File: config.mk
export PLATFORM = sky130hd
export DESIGN_NAME = d2h_flat
export DESIGN_NICKNAME = d
export VERILOG_FILES = /design/src/rtl/d2h_pkg.sv /design/src/rtl/d2h_if.sv /design/src/rtl/d2h_mac10.sv /design/src/rtl/d2h.sv /design/src/flat_wrapper.sv
export SDC_FILE = /design/constraint.sdc
export NUM_CORES = 1
export LEC_CHECK = 0
export CORE_UTILIZATION = 50
export DETAILED_ROUTE_END_ITERATION = 10
export HOLD_SLACK_MARGIN = 0.15
export PLACE_DENSITY = 0.84
export SKIP_CTS_REPAIR_TIMING = 1
export SYNTH_ARGS = -nofsm -noshare
export SYNTH_HDL_FRONTEND = slang
export SYNTH_SLANG_ARGS = --single-unit
File: constraint.sdc
create_clock -name clk -period 2.7 [get_ports clk]
set_input_delay 0.54 -clock clk [delete_from_list [all_inputs] [get_ports clk]]
set_output_delay 0.54 -clock clk [all_outputs]
set_load 0.01 [all_outputs]
File: src/rtl/d2h_pkg.sv
// d2h shared definitions: state encoding, default sizes and
// the digit validity helper used by the BCD-to-binary path.
package d2h_pkg;

    typedef enum logic {
        IDLE = 1'b0,
        CONV = 1'b1
    } state_t;

    localparam int NUM_DIGITS_DEF = 5;
    localparam int OUT_W_DEF      = 17;

    function automatic logic is_bcd(input logic [3:0] nibble);
        return nibble <= 4'd9;
    endfunction

endpackage

File: src/rtl/d2h_if.sv
// d2h request/response bundle: start + packed digits in,
// busy/done handshake with binary result and error flag out.
interface d2h_if
    import d2h_pkg::*;
#(
    parameter int NUM_DIGITS = NUM_DIGITS_DEF,
    parameter int OUT_W      = OUT_W_DEF
);

    logic                    start;
    logic [4*NUM_DIGITS-1:0] bcd_in;
    logic                    busy;
    logic                    done;
    logic [OUT_W-1:0]        value;
    logic                    err;

    modport master (
        output start,
        output bcd_in,
        input  busy,
        input  done,
        input  value,
        input  err
    );

    modport slave (
        input  start,
        input  bcd_in,
        output busy,
        output done,
        output value,
        output err
    );

endinterface

File: src/rtl/d2h_mac10.sv
// Combinational multiply-by-ten-and-add step: acc*10 + digit,
// built from two shifts so no multiplier is inferred.
module d2h_mac10 #(
    parameter int OUT_W = 17
) (
    input  logic [OUT_W-1:0] acc,
    input  logic [3:0]       digit,
    output logic [OUT_W-1:0] result
);

    logic [OUT_W-1:0] times8;
    logic [OUT_W-1:0] times2;
    logic [OUT_W-1:0] digit_ext;

    assign times8    = acc << 3;
    assign times2    = acc << 1;
    assign digit_ext = OUT_W'(digit);

    // Wraps silently in OUT_W bits; only reachable with invalid digits.
    assign result = times8 + times2 + digit_ext;

endmodule

File: src/rtl/d2h.sv
// Sequential BCD-to-binary converter: one digit per clock,
// most-significant first, with start/busy/done handshake.
module d2h
    import d2h_pkg::*;
#(
    parameter int NUM_DIGITS = NUM_DIGITS_DEF,
    parameter int OUT_W      = OUT_W_DEF
) (
    input logic   clk,
    input logic   resetN,
    d2h_if.slave  bus
);

    localparam int SR_W = 4 * NUM_DIGITS;
    localparam int CW   = (NUM_DIGITS > 1) ? $clog2(NUM_DIGITS) : 1;
    localparam logic [CW-1:0] LAST = CW'(NUM_DIGITS - 1);

    state_t           state;
    logic [SR_W-1:0]  sr;
    logic [OUT_W-1:0] acc;
    logic [CW-1:0]    cnt;
    logic             err_s;

    logic             busy_q;
    logic             done_q;
    logic [OUT_W-1:0] value_q;
    logic             err_q;

    logic [3:0]       top;
    logic [OUT_W-1:0] acc_nxt;
    logic             err_nxt;

    assign top     = sr[SR_W-1 -: 4];
    assign err_nxt = err_s | ~is_bcd(top);

    d2h_mac10 #(
        .OUT_W (OUT_W)
    ) u_mac10 (
        .acc    (acc),
        .digit  (top),
        .result (acc_nxt)
    );

    always_ff @(posedge clk or negedge resetN) begin
        if (!resetN) begin
            state   <= IDLE;
            sr      <= '0;
            acc     <= '0;
            cnt     <= '0;
            err_s   <= 1'b0;
            busy_q  <= 1'b0;
            done_q  <= 1'b0;
            value_q <= '0;
            err_q   <= 1'b0;
        end else begin
            done_q <= 1'b0;
            unique case (state)
                IDLE: begin
                    if (bus.start) begin
                        sr     <= bus.bcd_in;
                        acc    <= '0;
                        cnt    <= '0;
                        err_s  <= 1'b0;
                        busy_q <= 1'b1;
                        state  <= CONV;
                    end
                end
                CONV: begin
                    acc   <= acc_nxt;
                    sr    <= sr << 4;
                    cnt   <= cnt + CW'(1);
                    err_s <= err_nxt;
                    // Last digit: result and flag land with done.
                    if (cnt == LAST) begin
                        state   <= IDLE;
                        busy_q  <= 1'b0;
                        done_q  <= 1'b1;
                        err_q   <= err_nxt;
                        value_q <= err_nxt ? '0 : acc_nxt;
                    end
                end
            endcase
        end
    end

    assign bus.busy  = busy_q;
    assign bus.done  = done_q;
    assign bus.value = value_q;
    assign bus.err   = err_q;

endmodule

File: src/flat_wrapper.sv
// flat-port wrapper written by rule: the top's interface ports become plain ports
module d2h_flat import d2h_pkg::*;
#(
    parameter int NUM_DIGITS = NUM_DIGITS_DEF,
    parameter int OUT_W      = OUT_W_DEF
)
  (clk, resetN, bus_start, bus_bcd_in, bus_busy, bus_done, bus_value, bus_err);
  d2h_if #(.NUM_DIGITS(NUM_DIGITS), .OUT_W(OUT_W)) bus_i ();
  input logic clk;
  input logic resetN;
  input wire logic [$bits(bus_i.start)-1:0] bus_start;
  input wire logic [$bits(bus_i.bcd_in)-1:0] bus_bcd_in;
  output wire logic [$bits(bus_i.busy)-1:0] bus_busy;
  output wire logic [$bits(bus_i.done)-1:0] bus_done;
  output wire logic [$bits(bus_i.value)-1:0] bus_value;
  output wire logic [$bits(bus_i.err)-1:0] bus_err;
  assign bus_i.start = bus_start;
  assign bus_i.bcd_in = bus_bcd_in;
  assign bus_busy = bus_i.busy;
  assign bus_done = bus_i.done;
  assign bus_value = bus_i.value;
  assign bus_err = bus_i.err;
  d2h #(.NUM_DIGITS(NUM_DIGITS), .OUT_W(OUT_W)) u_core (.clk(clk), .resetN(resetN), .bus(bus_i));
endmodule
**I/O nets highlighted**

(6 px per µm)
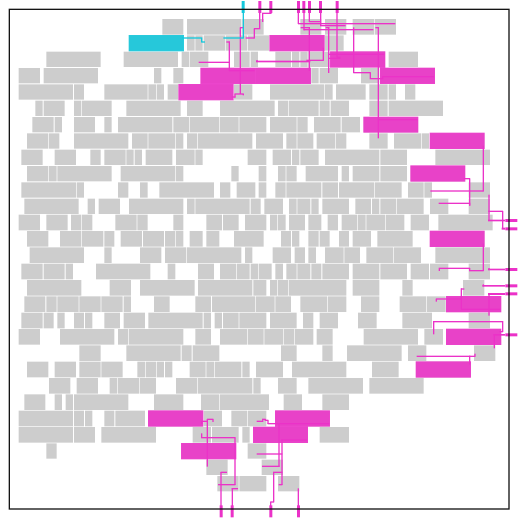
| colour | port | direction | edge | end cells | wire |
|---|---|---|---|---|---|
| magenta | bus_value | output | 7 top, 6 right, 4 bottom | 17 | 373 µm |
| cyan | bus_err | output | top | 1 | 11.8 µm |
I/O pins: 43
IO Port Bufs: 42

**Cell outlines without signal wires**

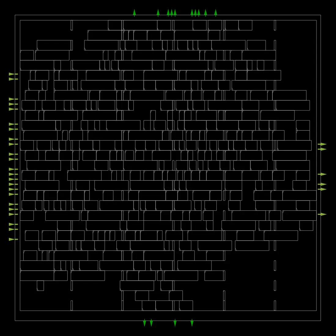
Flops: 61
Core Area: 6350 µm²
sequential share of cell area: 37.7%

**Clock network drawn from the DEF**

(3 px per µm)
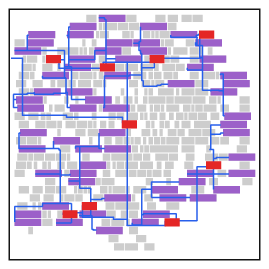
[purple] flip-flops | count: 61
[red] clock-net drivers | count: 9
[blue] clock wires | length: 807 µm
routed clock nets: 10
clock power share: 11.1%
clk latency late pin: 0.34 ns
Worst Clk Skew: 0.00610 ns
P_clk: 652 µW

==> summary.txt <==
impl run done, here's what came out: Avg Cell Area, Syn=10.7 µm², Routed WL per cell=16.0 µm, total number of vias=2477, crit path launch type=flip-flop, worst path cell trace=inv_2 -> fa_1 -> inv_2 -> fa_2 -> a21o_1 -> a221oi_4 -> o211ai_2 -> nor2b_4 -> xor2_2 -> a22o_1, max_cap viols=0, simple share=8.73%, P&R area growth vs syn=23.3%, adder share=12.7%, Multi-Input Combinational=219, Max Fanout on Critical Path=3, Crit path max-delay family=adder cells, Seq pwr share=26.6%, total grt overflow=0, Post-Syn Instances=307, ao+oa area frac=18.9%, Inverters, non-clock=12, fill count=495, # setup viols final=2, vias per cell=5.62, cell area power density=1450 nW/µm², clk slew on worst S/H paths=0.06 ns, largest net degree at the start of global routing=56, setup TNS=-0.00767 ns, WL final=7070 µm, number of global-route vias before repair=2471, DP Wirelength=4900 µm, Final GP Congestion=0.862, DP Area=3820 µm², Post-Synth XOR/XNOR Area=4.00%, FP Core Util=51.7%, metal3 WL=387 µm, crit-path most repeated cell=inv_2, cell count of the worst reg-to-reg path=10, Largest Register=u_core.sr, Mux area share=6.10%, clock root cell=clkbuf_8, die height=83.0 µm, Stages on worst setup path=10, Worst VDD drop=0.765 mV, fin crit share=100%, diode count=0, GR Util met1=27.3%, max reg flops=20, Hold Path Class=in2async, Fin. Hold Viols=0, Yosys top cell by instances=dfrtp_1, Clock Sinks=61, PnR worst setup slack=-0.00485 ns, Crit path arrival time=2.94 ns, post-route non-filler standard cell count=441, Worst R2R Setup Slack=-0.005 ns, GR Util met3=7.95%, depth of the CTS H-tree=3, Clock buf/inv share=3.62%, drt first pass iters=4, failing checks=negative setup slack, CTS Buffer Depth=2, Post-synth EDFFs=0, die area=6890 µm², top cells by count=dfrtp_1 (61), nand2_1 (35), ha_1 (30), a22o_1 (25), o21ai_0 (23), Signal buf overhead=13.5%, worst setup path class=reg2reg, RSZ-0062 raised after global routing=true, CLK BUF=11, Net Sw Frac=43.2%, R2R Path End=u_core.bus.value[12], Final Power=5880 µW, R2R Path Start=u_core.sr[19], Placed Cells incl. Taps=421, slew margin rel.=52.7%, Final Max Slew Viols=0, largest area contributor in the netlist=dfrtp_1, pre-CTS WS=-0.113 ns, hold_ws=0.243 ns, Combinational Area=1690 µm², post-layout min period=2.70 ns, synth unique cells=37, dominant logic cell type in the layout=dfrtp_1, CP required=2.93 ns, Max Used Layer=met4, largest class=combinational gates, outcome=finished with violations, top power group=combinational logic, Max Freq=370 MHz, CTS Buf Count=9, ys flop type=dfrtp_1, CTS tree=yes, yosys warning tally=0, layout cells sized above 1=12.1%, DRC viols=0, Logic pwr share=62.3%, CP Capture Type=flip-flop, biggest area cells=dfrtp_1 (46%), ha_1 (11%), a22o_1 (6.7%), mux2i_1 (6.1%), nand2_1 (4.0%)
**Where the registers sit**

(3 px per µm) Other sequential cells in the stronger grey, the rest of the logic in the fainter grey.
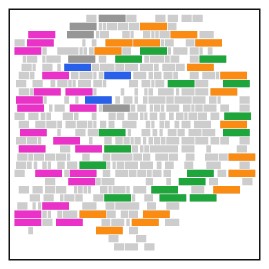
| colour | signal | sequential cells |
|---|---|---|
| magenta | u_core.sr | 20 |
| orange | u_core.bus.value | 17 |
| blue | u_core.cnt | 3 |
| green | u_core.acc | 16 |
sequential cell area: 1530 µm²
final core occ: 63.7%
Seq power: 1570 µW

**Placement by cell class**

(3 px per µm)
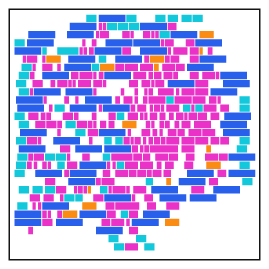
| colour | class | cells | share of their area |
|---|---|---|---|
| orange | clock drivers and dummy loads | 14 | 3.7% |
| blue | registers | 61 | 39% |
| magenta | remaining logic cells | 231 | 44% |
| cyan | remaining buffers and delay cells | 58 | 14% |
post-route cell area: 4050 µm²
Core Rows: 29

Power is estimated from default activity; no workload was simulated.
